**Run 1: close-up of the layout**

Window x 12 to 37, y 24 to 49 um. Cells in gray, sequential cells in the stronger gray; small squares are vias.
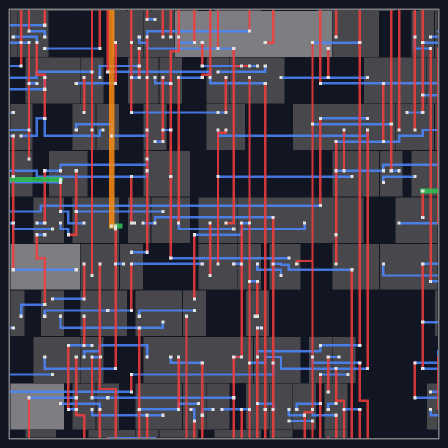
**Run 1: met2 routing**

Scale: 4 px per um.
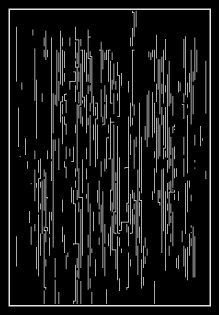
**Run 1: routing congestion map**

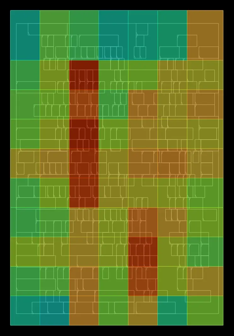
`config.mk`:
```
export PLATFORM = sky130hd
export DESIGN_NAME = phase_ctrl
export DESIGN_NICKNAME = d
export VERILOG_FILES = /design/src/rtl/phase_ctrl.sv
export SDC_FILE = /design/constraint.sdc
export NUM_CORES = 1
export LEC_CHECK = 0
export ABC_AREA = 1
export CORE_ASPECT_RATIO = 1.5
export CORE_UTILIZATION = 40
export CTS_BUF_LIST = sky130_fd_sc_hd__clkbuf_4
export DETAILED_ROUTE_END_ITERATION = 16
export MAX_ROUTING_LAYER = met4
export PLACE_DENSITY = 0.69
export SYNTH_ARGS = -nofsm -noshare
export SYNTH_HDL_FRONTEND = slang
export SYNTH_SLANG_ARGS = --single-unit
export TNS_END_PERCENT = 5
```
`constraint.sdc`:
```
create_clock -name clock -period 2.1 [get_ports clock]
set_input_delay 0.525 -clock clock [delete_from_list [all_inputs] [get_ports clock]]
set_output_delay 0.525 -clock clock [all_outputs]
set_load 0.02 [all_outputs]
```
`src/rtl/phase_ctrl.sv`:
```
// -----------------------------------------------------------------------------
// phase_ctrl -- multi-cycle instruction phase controller
//
// Sequences one instruction at a time through fetch (IF), decode (DE),
// execute (EX) and write-back (WB). It issues the register and memory strobes
// for each phase. IF, and WB of loads/stores, wait for mem_ready under a
// watchdog. If that watchdog expires, the block goes to HALT and stays there
// until reset.
//
// Parameters
//   TIMEOUT   (2..255) maximum number of memory wait cycles before HALT/err
//   AUTO_RUN  when 1, leave IDLE on the first clock after reset without run
//
// Optional build macro
//   PHASE_CTRL_ILLEGAL_TRAP_EN  when defined, an unknown opcode seen in DE
//                               halts with err=1. Otherwise it runs as a NOP
//                               (pc_ld only).
//
// Ports
//   clock       in   sole clock, rising edge
//   reset       in   asynchronous, active-low reset
//   run         in   start/continue request
//   mem_ready   in   memory completes the current access
//   opcode      in   ir[6:0]
//   funct3      in   ir[14:12]
//   addr        in   low two bits of the data address
//   br_taken    in   branch condition from the ALU
//   cstate      out  one-hot phase {WB,EX,DE,IF}; 0000 in IDLE/HALT
//   pc_sel      out  0 = pc+4, 1 = ALU target
//   pc_ld       out  PC write strobe
//   mem_sel     out  0 = PC address, 1 = data address
//   mem_read    out  memory read request
//   mem_write   out  memory write request
//   mem_wrbits  out  byte write mask
//   ir_ld       out  IR write strobe
//   a_ld        out  A register write strobe
//   b_ld        out  B register write strobe
//   c_ld        out  C register write strobe
//   rd_ld       out  register-file write strobe
//   halted      out  block is in HALT
//   err         out  sticky error flag
// -----------------------------------------------------------------------------
module phase_ctrl #(
   parameter int TIMEOUT  = 16,
   parameter int AUTO_RUN = 0
) (
   input  logic       clock,
   input  logic       reset,
   input  logic       run,
   input  logic       mem_ready,
   input  logic [6:0] opcode,
   input  logic [2:0] funct3,
   input  logic [1:0] addr,
   input  logic       br_taken,
   output logic [3:0] cstate,
   output logic       pc_sel,
   output logic       pc_ld,
   output logic       mem_sel,
   output logic       mem_read,
   output logic       mem_write,
   output logic [3:0] mem_wrbits,
   output logic       ir_ld,
   output logic       a_ld,
   output logic       b_ld,
   output logic       c_ld,
   output logic       rd_ld,
   output logic       halted,
   output logic       err
);

   // Opcode map
   localparam logic [6:0] OP_LUI    = 7'b0110111;
   localparam logic [6:0] OP_AUIPC  = 7'b0010111;
   localparam logic [6:0] OP_JAL    = 7'b1101111;
   localparam logic [6:0] OP_JALR   = 7'b1100111;
   localparam logic [6:0] OP_BRANCH = 7'b1100011;
   localparam logic [6:0] OP_LOAD   = 7'b0000011;
   localparam logic [6:0] OP_STORE  = 7'b0100011;
   localparam logic [6:0] OP_IMM    = 7'b0010011;
   localparam logic [6:0] OP_REG    = 7'b0110011;

   // One-hot phase codes presented on cstate
   localparam logic [3:0] PH_NONE = 4'b0000;
   localparam logic [3:0] PH_IF   = 4'b0001;
   localparam logic [3:0] PH_DE   = 4'b0010;
   localparam logic [3:0] PH_EX   = 4'b0100;
   localparam logic [3:0] PH_WB   = 4'b1000;

   // The counter holds the number of wait cycles already spent. The wait
   // cycle that would bring it to TIMEOUT is the last allowed one.
   localparam logic [7:0] WAIT_LAST = 8'(TIMEOUT - 1);

   typedef enum logic [2:0] {
      S_IDLE,
      S_IF,
      S_DE,
      S_EX,
      S_WB,
      S_HALT
   } state_t;

   state_t     state_reg;
   logic [7:0] wait_cnt_reg;
   logic       err_reg;
   logic [3:0] cstate_reg;
   logic       halted_reg;
   logic       boot_reg;     // high only during the first cycle after reset

   // ------------------------------------------------------------------
   // Instruction decode (the IR is stable from DE through WB)
   // ------------------------------------------------------------------
   logic       is_load;
   logic       is_store;
   logic       is_mem;
   logic       is_jump;
   logic       is_branch;
   logic       writes_rd;
   logic [3:0] st_mask;
   logic       st_ok;
   logic       wb_done;

   always_comb begin
      is_load   = (opcode == OP_LOAD);
      is_store  = (opcode == OP_STORE);
      is_mem    = is_load | is_store;
      is_jump   = (opcode == OP_JAL) | (opcode == OP_JALR);
      is_branch = (opcode == OP_BRANCH);
      writes_rd = (opcode == OP_IMM)   | (opcode == OP_REG)  |
                  (opcode == OP_LUI)   | (opcode == OP_AUIPC) |
                  (opcode == OP_LOAD)  | (opcode == OP_JAL)   |
                  (opcode == OP_JALR);
   end

   // Store byte lanes. A misaligned halfword or word, or an unknown width,
   // gives an empty mask. An empty mask also suppresses mem_write.
   always_comb begin
      st_mask = 4'b0000;
      case (funct3)
         3'b000: st_mask = 4'b0001 << addr;
         3'b001: begin
            case (addr)
               2'b00:   st_mask = 4'b0011;
               2'b10:   st_mask = 4'b1100;
               default: st_mask = 4'b0000;
            endcase
         end
         3'b010:  st_mask = (addr == 2'b00) ? 4'b1111 : 4'b0000;
         default: st_mask = 4'b0000;
      endcase
   end

   assign st_ok   = (st_mask != 4'b0000);
   // Non-memory instructions finish WB in one cycle. Loads and stores
   // (even a suppressed misaligned store) wait for memory.
   assign wb_done = ~is_mem | mem_ready;

`ifdef PHASE_CTRL_ILLEGAL_TRAP_EN
   logic is_legal;
   assign is_legal = is_mem | is_jump | is_branch | writes_rd;
`endif

   // ------------------------------------------------------------------
   // Phase sequencer. The registered cstate/halted copies are loaded
   // together with the state, so they never depend on a same-cycle input.
   // ------------------------------------------------------------------
   always_ff @(posedge clock or negedge reset) begin
      if (!reset) begin
         state_reg    <= S_IDLE;
         wait_cnt_reg <= 8'd0;
         err_reg      <= 1'b0;
         cstate_reg   <= PH_NONE;
         halted_reg   <= 1'b0;
         boot_reg     <= 1'b1;
      end else begin
         boot_reg <= 1'b0;
         case (state_reg)
            S_IDLE: begin
               if (run || ((AUTO_RUN != 0) && boot_reg)) begin
                  state_reg    <= S_IF;
                  cstate_reg   <= PH_IF;
                  wait_cnt_reg <= 8'd0;
               end
            end

            S_IF: begin
               // mem_ready is tested first, so it wins over an expiring count
               if (mem_ready) begin
                  state_reg  <= S_DE;
                  cstate_reg <= PH_DE;
               end else if (wait_cnt_reg == WAIT_LAST) begin
                  state_reg    <= S_HALT;
                  cstate_reg   <= PH_NONE;
                  halted_reg   <= 1'b1;
                  err_reg      <= 1'b1;
                  wait_cnt_reg <= wait_cnt_reg + 8'd1;
               end else begin
                  wait_cnt_reg <= wait_cnt_reg + 8'd1;
               end
            end

            S_DE: begin
`ifdef PHASE_CTRL_ILLEGAL_TRAP_EN
               if (!is_legal) begin
                  state_reg  <= S_HALT;
                  cstate_reg <= PH_NONE;
                  halted_reg <= 1'b1;
                  err_reg    <= 1'b1;
               end else
`endif
               begin
                  state_reg  <= S_EX;
                  cstate_reg <= PH_EX;
               end
            end

            S_EX: begin
               state_reg    <= S_WB;
               cstate_reg   <= PH_WB;
               wait_cnt_reg <= 8'd0;
            end

            S_WB: begin
               if (wb_done) begin
                  // An instruction in flight always completes; run only
                  // decides whether another one is fetched.
                  if (run) begin
                     state_reg    <= S_IF;
                     cstate_reg   <= PH_IF;
                     wait_cnt_reg <= 8'd0;
                  end else begin
                     state_reg  <= S_IDLE;
                     cstate_reg <= PH_NONE;
                  end
               end else if (wait_cnt_reg == WAIT_LAST) begin
                  state_reg    <= S_HALT;
                  cstate_reg   <= PH_NONE;
                  halted_reg   <= 1'b1;
                  err_reg      <= 1'b1;
                  wait_cnt_reg <= wait_cnt_reg + 8'd1;
               end else begin
                  wait_cnt_reg <= wait_cnt_reg + 8'd1;
               end
            end

            default: begin
               // HALT: terminal until reset
               state_reg  <= S_HALT;
               cstate_reg <= PH_NONE;
               halted_reg <= 1'b1;
            end
         endcase
      end
   end

   // ------------------------------------------------------------------
   // Strobes. These are decoded from the current state register. Only the
   // completion strobes (ir_ld, pc_ld, rd_ld) also look at mem_ready, so
   // that they land in the very cycle the memory access finishes. Nothing
   // here feeds back into the state register.
   // ------------------------------------------------------------------
   always_comb begin
      pc_sel     = 1'b0;
      pc_ld      = 1'b0;
      mem_sel    = 1'b0;
      mem_read   = 1'b0;
      mem_write  = 1'b0;
      mem_wrbits = 4'b0000;
      ir_ld      = 1'b0;
      a_ld       = 1'b0;
      b_ld       = 1'b0;
      c_ld       = 1'b0;
      rd_ld      = 1'b0;
      case (state_reg)
         S_IF: begin
            mem_read = 1'b1;
            ir_ld    = mem_ready;
         end
         S_DE: begin
            a_ld = 1'b1;
            b_ld = 1'b1;
         end
         S_EX: begin
            c_ld = 1'b1;
         end
         S_WB: begin
            mem_sel    = is_mem;
            mem_read   = is_mem;
            mem_write  = is_store & st_ok;
            mem_wrbits = is_store ? st_mask : 4'b0000;
            pc_sel     = is_jump | (is_branch & br_taken);
            pc_ld      = wb_done;
            rd_ld      = wb_done & writes_rd;
         end
         default: begin
         end
      endcase
   end

   assign cstate = cstate_reg;
   assign halted = halted_reg;
   assign err    = err_reg;

endmodule

```
==> impl_metrics.py, run 1 <==
# Generated from Yosys and OpenROAD reports
metrics = {
    "logic_synthesis": {
        "fp_nets": 238,
        "ys_seq_share_pct": 30.97,
        "yosys-stat-area_mm2": 0.001374,
        "top_area_share_pct": 30.97,
        "synth_cells": 220,
        "synth_top_cell_by_area": "dfrtp_1",
        "syn_area_mm2": 0.001374,
    },
    "floorplan": {
        "ios": 37,
        "die-area_mm2": 0.003678,
    },
    "critical_path": {
        "crit_chain": "dlygate4sd2_1 > nor2_2 > nand4_1 > and2_4 > nand3_1 > nor2_1 > nor2_1 > buf_4",
        "rr_startpoint": "wait_cnt_reg[0]",
        "r2r_slack_ns": 0.47,
        "crit_top_cell": "nor2_1",
        "critPathMaxFanout": 3,
    },
    "timing": {
        "setup_violations": 0,
        "finalSetupTns_ns": 0,
        "tightestPinTransition_ns": 0.3085,
        "slew_headroom_pct": 79.38,
        "period_used_pct": 98.25,
        "setup_ws_ns": 0.03675,
    },
    "drt": {
        "vias_per_cell": 4.865,
        "drt_iter0_drc": 37,
        "wl_mm": 3.639,
        "vias": 1552,
        "ant_nets": 0,
    },
    "cells_and_area": {
        "final_common_cell": "nand2_1",
        "utilization_pct": 62.64,
        "instances_no_fill": 319,
        "drive_gt1_share_pct": 29.39,
    },
    "clocking": {
        "htree_levels": 1,
        "cts_hold_buf": 0,
        "cts_max_path_buffers": 2,
        "clk_latency_ns": 0.30,
        "cts_made_buffers": 3,
        "clk_pin_slew_ns": 0.11,
    },
    "place": {
        "place_area_mm2": 0.001927,
        "routabilityCongestion": 0.8529,
        "preCtsSetupSlack_ns": -0.7631,
    },
    "hold_path": {
        "hold_path_class": "reg -> reg",
    },
    "grt": {
        "grt_pass1_vias": 1472,
        "grt_pass1_wl_mm": 6.106,
        "antenna_found_initial": 0,
    },
    "power_and_ir_drop": {
        "ir_worst_vdd_mv": 0.3582,
        "powerDensity_mw_per_mm2": 307.0,
    },
    "outcome": {
        "status": "finished, final reports clean",
    },
}
Notes on 'close-up of the layout' above:
legend:
  M3:
    color: green
  M1:
    color: blue
  M2:
    color: red
  M4:
    color: orange
sequential cells in the window: 1
cells with their middle in the window: 59
netlist names of flops here include: halted (1)
most frequent: nand2_1 (12), buf_4 (9)

Notes on 'met2 routing' above:
longest straight run: 30.3 um
wire length on this layer: 1970 um

Notes on 'routing congestion map' above:
met2 Use GR: 40.99%
wire length per cell: 11.41 um
Most Used Layer, Global Route: met2
GRT Util Overall: 22.03%
met1 Use GR: 24.27%

-- run 1: cell usage after synthesis, drive strengths merged --
library cell   n
buf            1
xor2           1
nand3b         2
o211ai         1
nand4          4
a21oi          3
o21ai          6
dfrtp         17
o31ai          1
inv           42
a31o           1
a211oi         1
and2           1
nor3           6
ha             1
nand2         70
nor4           2
nand3         24
o21bai         3
nor2          33
-- run 1: worst min-delay path by stage --
stage	slack (ns)	to	from	cells after the start
after floorplan	0.23	cstate[0]	reset	0
after global placement	0.45	halted	halted	1
after detailed placement	0.46	halted	halted	1
after CTS	0.48	halted	halted	1
after global routing	0.48	halted	halted	1
final	0.48	halted	halted	1
-- run 1: critical path: cells and delay by family --
| family | cells | cell delay [ns] |
|---|---|---|
| simple gates | 6 | 0.62 |
| buf+inv | 2 | 0.39 |
-- run 1: routing by layer --
metal  vias up  routed length [um]  GRT usage, %
met5         -                   0             -
met4         0                  45         7.619
met1       705                1496         24.27
li1        813                   -             -
met2        30                1967         40.99
met3         4                 129         1.656
-- run 1: logic make-up after synthesis --
family	synth area share, %
simple gates	47.27
buf+inv	12.20
flops	30.97
compound gates	8.015
xor+xnor	0.6376
fa+ha+maj	0.9106
-- run 1: layout make-up --
cell class              count  area [um2]
fillers                   313        1204
repair buffers             56       493.0
clock buffers               4       30.03
well taps                  40       50.05
inverters                  42       160.2
multi-input cells         160       859.6
flip-flops and latches     17       425.4
-- run 1: power by group --
part | switching (uW) | leakage, uW | internal (uW)
registers | 0.435 | 0.000204 | 328
clock network | 110 | 0.0000184 | 87.0
logic | 51.4 | 0.000886 | 43.0
-- run 1: repair_timing --
| item | CTS | global route |
|---|---|---|
| resized | 68 | 36 |
| setup endpoints to repair | 14 | 14 |
| pin swaps | 1 | 6 |
| gates cloned | 0 | 0 |
| buffers inserted | 0 | 0 |
**Run 1: where the registers sit**

Scale: 4 px per um. Other sequential cells in the stronger gray, the rest of the logic in the fainter gray.
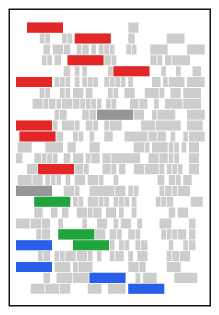

==> run 2: changes to the inputs <==
--- a/config.mk
+++ b/config.mk
@@ -11,7 +11,8 @@
 export CTS_BUF_LIST = sky130_fd_sc_hd__clkbuf_4
 export DETAILED_ROUTE_END_ITERATION = 16
 export MAX_ROUTING_LAYER = met4
-export PLACE_DENSITY = 0.69
+export PLACE_DENSITY = 0.75
+export SKIP_LAST_GASP = 1
 export SYNTH_ARGS = -nofsm -noshare
 export SYNTH_HDL_FRONTEND = slang
 export SYNTH_SLANG_ARGS = --single-unit
**Run 2: where the registers sit**

Scale: 4 px per um. Other sequential cells in the stronger gray, the rest of the logic in the fainter gray.
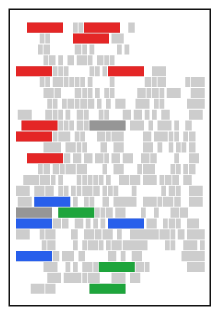
legend:
  wait_cnt_reg:
    color: red
    placed_flops: 8
    where: upper left
  cstate:
    color: blue
    placed_flops: 4
    where: lower left
  state_reg:
    color: green
    placed_flops: 3
not colored: 2
post-layout util: 60.23%
register area: 425.4 um2
Seq group: 329 uW
flop share of the area: 21.92%

==> run 2 against run 1 <==
Net effect: the run now ends with setup timing left; combinational power down 5.3%; synthesized area is the same; clock skew down 0.0053 ns; design area fell by 3.8%; wire length decreased by 4.5%; fmax decreased by 11%.
==> impl_metrics.py, run 2 <==
# Generated from Yosys and OpenROAD reports
metrics = {
    "timing": {
        "setup_violations": 12,
        "setup_ws_ns": -0.2109,
        "slew_headroom_pct": 78.73,
        "period_used_pct": 110.0,
    },
    "power_and_ir_drop": {
        "p_comb_uw": 89.4,
        "p_int_uw": 458.9,
        "ir_worst_vdd_mv": 0.3056,
        "powerClk_uw": 196,
        "pwr-share-seq_pct": 53.5,
        "pwr-share-clk_pct": 32.0,
    },
    "drt": {
        "vias_per_cell": 4.848,
        "ant_nets": 0,
    },
    "grt": {
        "grt_use_total_pct": 21.77,
    },
    "outcome": {
        "status": "finished, violations left",
        "failed_checks": "setup timing",
    },
    "logic_synthesis": {
        "syn_area_mm2": 0.001374,
        "ys.flop_type": "dfrtp_1",
        "ys_seq_share_pct": 30.97,
        "yosys-stat-area_mm2": 0.001374,
        "synth_cells": 220,
    },
    "critical_path": {
        "rr_startpoint": "wait_cnt_reg[0]",
        "crit_buf_inv": 2,
        "r2r_slack_ns": 0.49,
    },
    "clocking": {
        "htree_levels": 1,
        "post_cts_buffers": 0,
        "cts_made_buffers": 3,
    },
    "cells_and_area": {
        "final_common_cell": "nand2_1",
    },
    "floorplan": {
        "die-area_mm2": 0.003678,
    },
}
**Run 2: close-up of the layout**

Window x 12 to 37, y 24 to 49 um. Cells in gray, sequential cells in the stronger gray; small squares are vias.
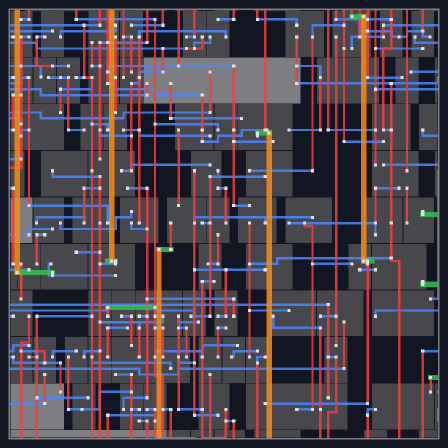

## run 2: cell counts after synthesis
Identical to the previous run, type by type.
## run 2: worst max path at each step
stage,start,endpoint,slack (ns),cells after the start
floorplan,opcode[2],pc_sel,0.18,5
global placement,funct3[0],mem_write,-0.72,9
detailed placement,funct3[0],mem_write,-0.77,9
CTS,opcode[1],mem_wrbits[0],-0.24,8
global route,opcode[1],rd_ld,-0.32,8
finish,addr[0],mem_write,-0.21,8
## run 2: cell families after synthesis
kind of cell	Yosys count	share of synthesized area (%)
AND-OR/OR-AND	16	8.015
XOR/XNOR	1	0.6376
adder cells (fa/ha/maj)	1	0.9106
buffers and inverters	43	12.20
flip-flops	17	30.97
AND/OR/NAND/NOR	142	47.27
## run 2: final cells by class
| type | count | area [um2] | area share (%) |
|---|---|---|---|
| Clock buffer | 4 | 30.03 | 1.547 |
| Inverter | 42 | 160.2 | 8.253 |
| Multi-Input combinational cell | 160 | 814.5 | 41.97 |
| Sequential cell | 17 | 425.4 | 21.92 |
| Tap cell | 40 | 50.05 | 2.579 |
| Timing Repair Buffer | 53 | 460.4 | 23.73 |
## run 2: what timing repair did
action,4_1_cts,5_1_grt
setup endpoints to repair,14,14
pin swaps,1,2
gates resized,42,10
## run 2: metal layers
layer / track usage, % / part of all wire (%)
met4: 12.70 / 3.0
met2: 39.49 / 50
met1: 22.12 / 43
met3: 2.692 / 4.0
met5: - / 0
## run 2: through the flow
stage	util (%)	total power, uW	hold slack (ns)	setup WS [ns]
floorplan	-	360.6	0.2294	0.1774
global placement	59.11	418.6	0.4488	-0.7154
detailed placement	59.11	419.5	0.4552	-0.7651
CTS	59.69	616.3	0.4798	-0.2448
global route	60.23	640.5	0.4970	-0.3230
finish	60.23	614.3	0.4812	-0.2109
**Run 2: routing congestion map**

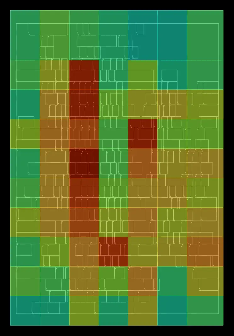

==> run 3: changes to the inputs <==
--- a/config.mk
+++ b/config.mk
@@ -10,7 +10,6 @@
 export CORE_UTILIZATION = 40
 export CTS_BUF_LIST = sky130_fd_sc_hd__clkbuf_4
 export DETAILED_ROUTE_END_ITERATION = 16
-export MAX_ROUTING_LAYER = met4
 export PLACE_DENSITY = 0.75
 export SKIP_LAST_GASP = 1
 export SYNTH_ARGS = -nofsm -noshare
**Run 3: routing congestion map**

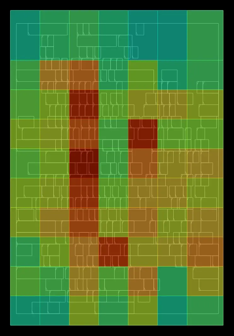
GRT Util Overall: 21.15%
met2 Use GR: 39.49%

**Run 3: drive-strength map**

Scale: 6 px per um.
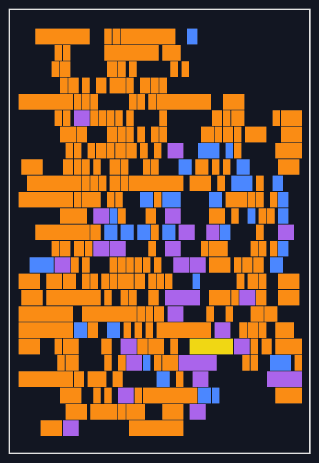
legend:
  x6 and larger:
    color: yellow
    cells: 1
    share: 0.36%
  x1 and smaller:
    color: orange
    cells: 219
    share: 79%
  x2:
    color: blue
    cells: 30
    share: 11%
  x3 and x4:
    color: purple
    cells: 26
    share: 9.4%

==> run 3 against run 2 <==
Net effect: the run still ends with setup timing left; critical path depth unchanged; global-route usage decreased by 0.62 points; combinational power about the same.
==> impl_metrics.py, run 3 <==
# Generated from Yosys and OpenROAD reports
metrics = {
    "floorplan": {
        "row_count": 25,
        "die-area_mm2": 0.003678,
        "chipWidth_um": 49.85,
    },
    "logic_synthesis": {
        "top_area_share_pct": 30.97,
        "yosys-stat-area_mm2": 0.001374,
        "syn_area_mm2": 0.001374,
        "synth_cells": 220,
        "ys.flop_type": "dfrtp_1",
        "synth_top_cell_by_area": "dfrtp_1",
        "ys_seq_share_pct": 30.97,
    },
    "cells_and_area": {
        "final_common_cell": "nand2_1",
        "diodes": 0,
    },
    "timing": {
        "setup_ws_ns": -0.2087,
        "slew_violations": 0,
        "slew_headroom_pct": 78.73,
        "holdWs_ns": 0.4811,
        "period_used_pct": 109.9,
        "setup_violations": 12,
    },
    "grt": {
        "grt-busiest-layer": "met2",
        "grt.met1_usage_pct": 22.12,
        "grt_max_degree": 18,
        "met3_usage_pct": 2.692,
    },
    "clocking": {
        "cts_made_buffers": 3,
        "cts_max_path_buffers": 2,
        "htree_levels": 1,
        "post_cts_buffers": 0,
    },
    "place": {
        "preCtsSetupSlack_ns": -0.7651,
    },
    "outcome": {
        "status": "finished, violations left",
        "failed_checks": "setup timing",
    },
    "drt": {
        "ant_nets": 0,
        "vias_per_cell": 4.842,
        "dr_wl_met3_um": 150,
        "wl_met1_mm": 1.489,
    },
    "power_and_ir_drop": {
        "p_total_uw": 615.4,
        "ir_worst_vdd_mv": 0.3086,
    },
}
run 3: cell counts after synthesis:
Identical to the previous run, type by type.
run 3: final cells by class:
type	instances	area [um2]	area share (%)
Multi-Input combinational cell	160	814.5	41.97
Timing Repair Buffer	53	460.4	23.73
Sequential cell	17	425.4	21.92
Inverter	42	160.2	8.253
Tap cell	40	50.05	2.579
Clock buffer	4	30.03	1.547
run 3: worst max-delay path: stages:
cell and delay, ns:
clkdlybuf4s50_1 0.46, nor2_2 0.14, nand4_1 0.11, and2_1 0.21, nand3_1 0.07, nor2_1 0.04
nor2_1 0.08, buf_4 0.14
run 3: worst paths after layout:
kind,cells after the start,slack (ns),start,to
hold reg to reg,1,0.48,halted,halted
hold / removal,1,0.48,halted,halted
setup / recovery,8,-0.21,addr[0],mem_write
max in group asynchronous,2,1.37,reset,wait_cnt_reg[7]
min in group asynchronous,2,0.54,reset,cstate[2]
setup reg to reg,8,0.51,wait_cnt_reg[0],cstate[1]
run 3: metrics by stage:
stage          util, %  cell area, um2
6_report         60.23            1941
5_1_grt          60.23            1941
4_1_cts          59.69            1923
3_5_place_dp     59.11            1904
3_3_place_gp     59.11            1904
2_1_floorplan        -            1374
run 3: repair_timing:
item	in CTS	in global routing
pin swaps	1	2
resized	42	10
endpoints found under the setup margin	14	14
run 3: logic make-up (layout without fill, tap and decap cells):
| kind of cell | count (synthesis) | in the layout | share of synthesized area, % |
|---|---|---|---|
| fa+ha+maj | 1 | 1 | 0.9106 |
| flops | 17 | 17 | 30.97 |
| simple gates | 142 | 142 | 47.27 |
| buf+inv | 43 | 99 | 12.20 |
| xor+xnor | 1 | 1 | 0.6376 |
| compound gates | 16 | 16 | 8.015 |
run 3: power breakdown:
group,switching [uW],internal (uW)
Combinational,45.5,43.9
Clock,111,87.0
Sequential,0.470,328
Power is estimated from default activity; no workload was simulated.
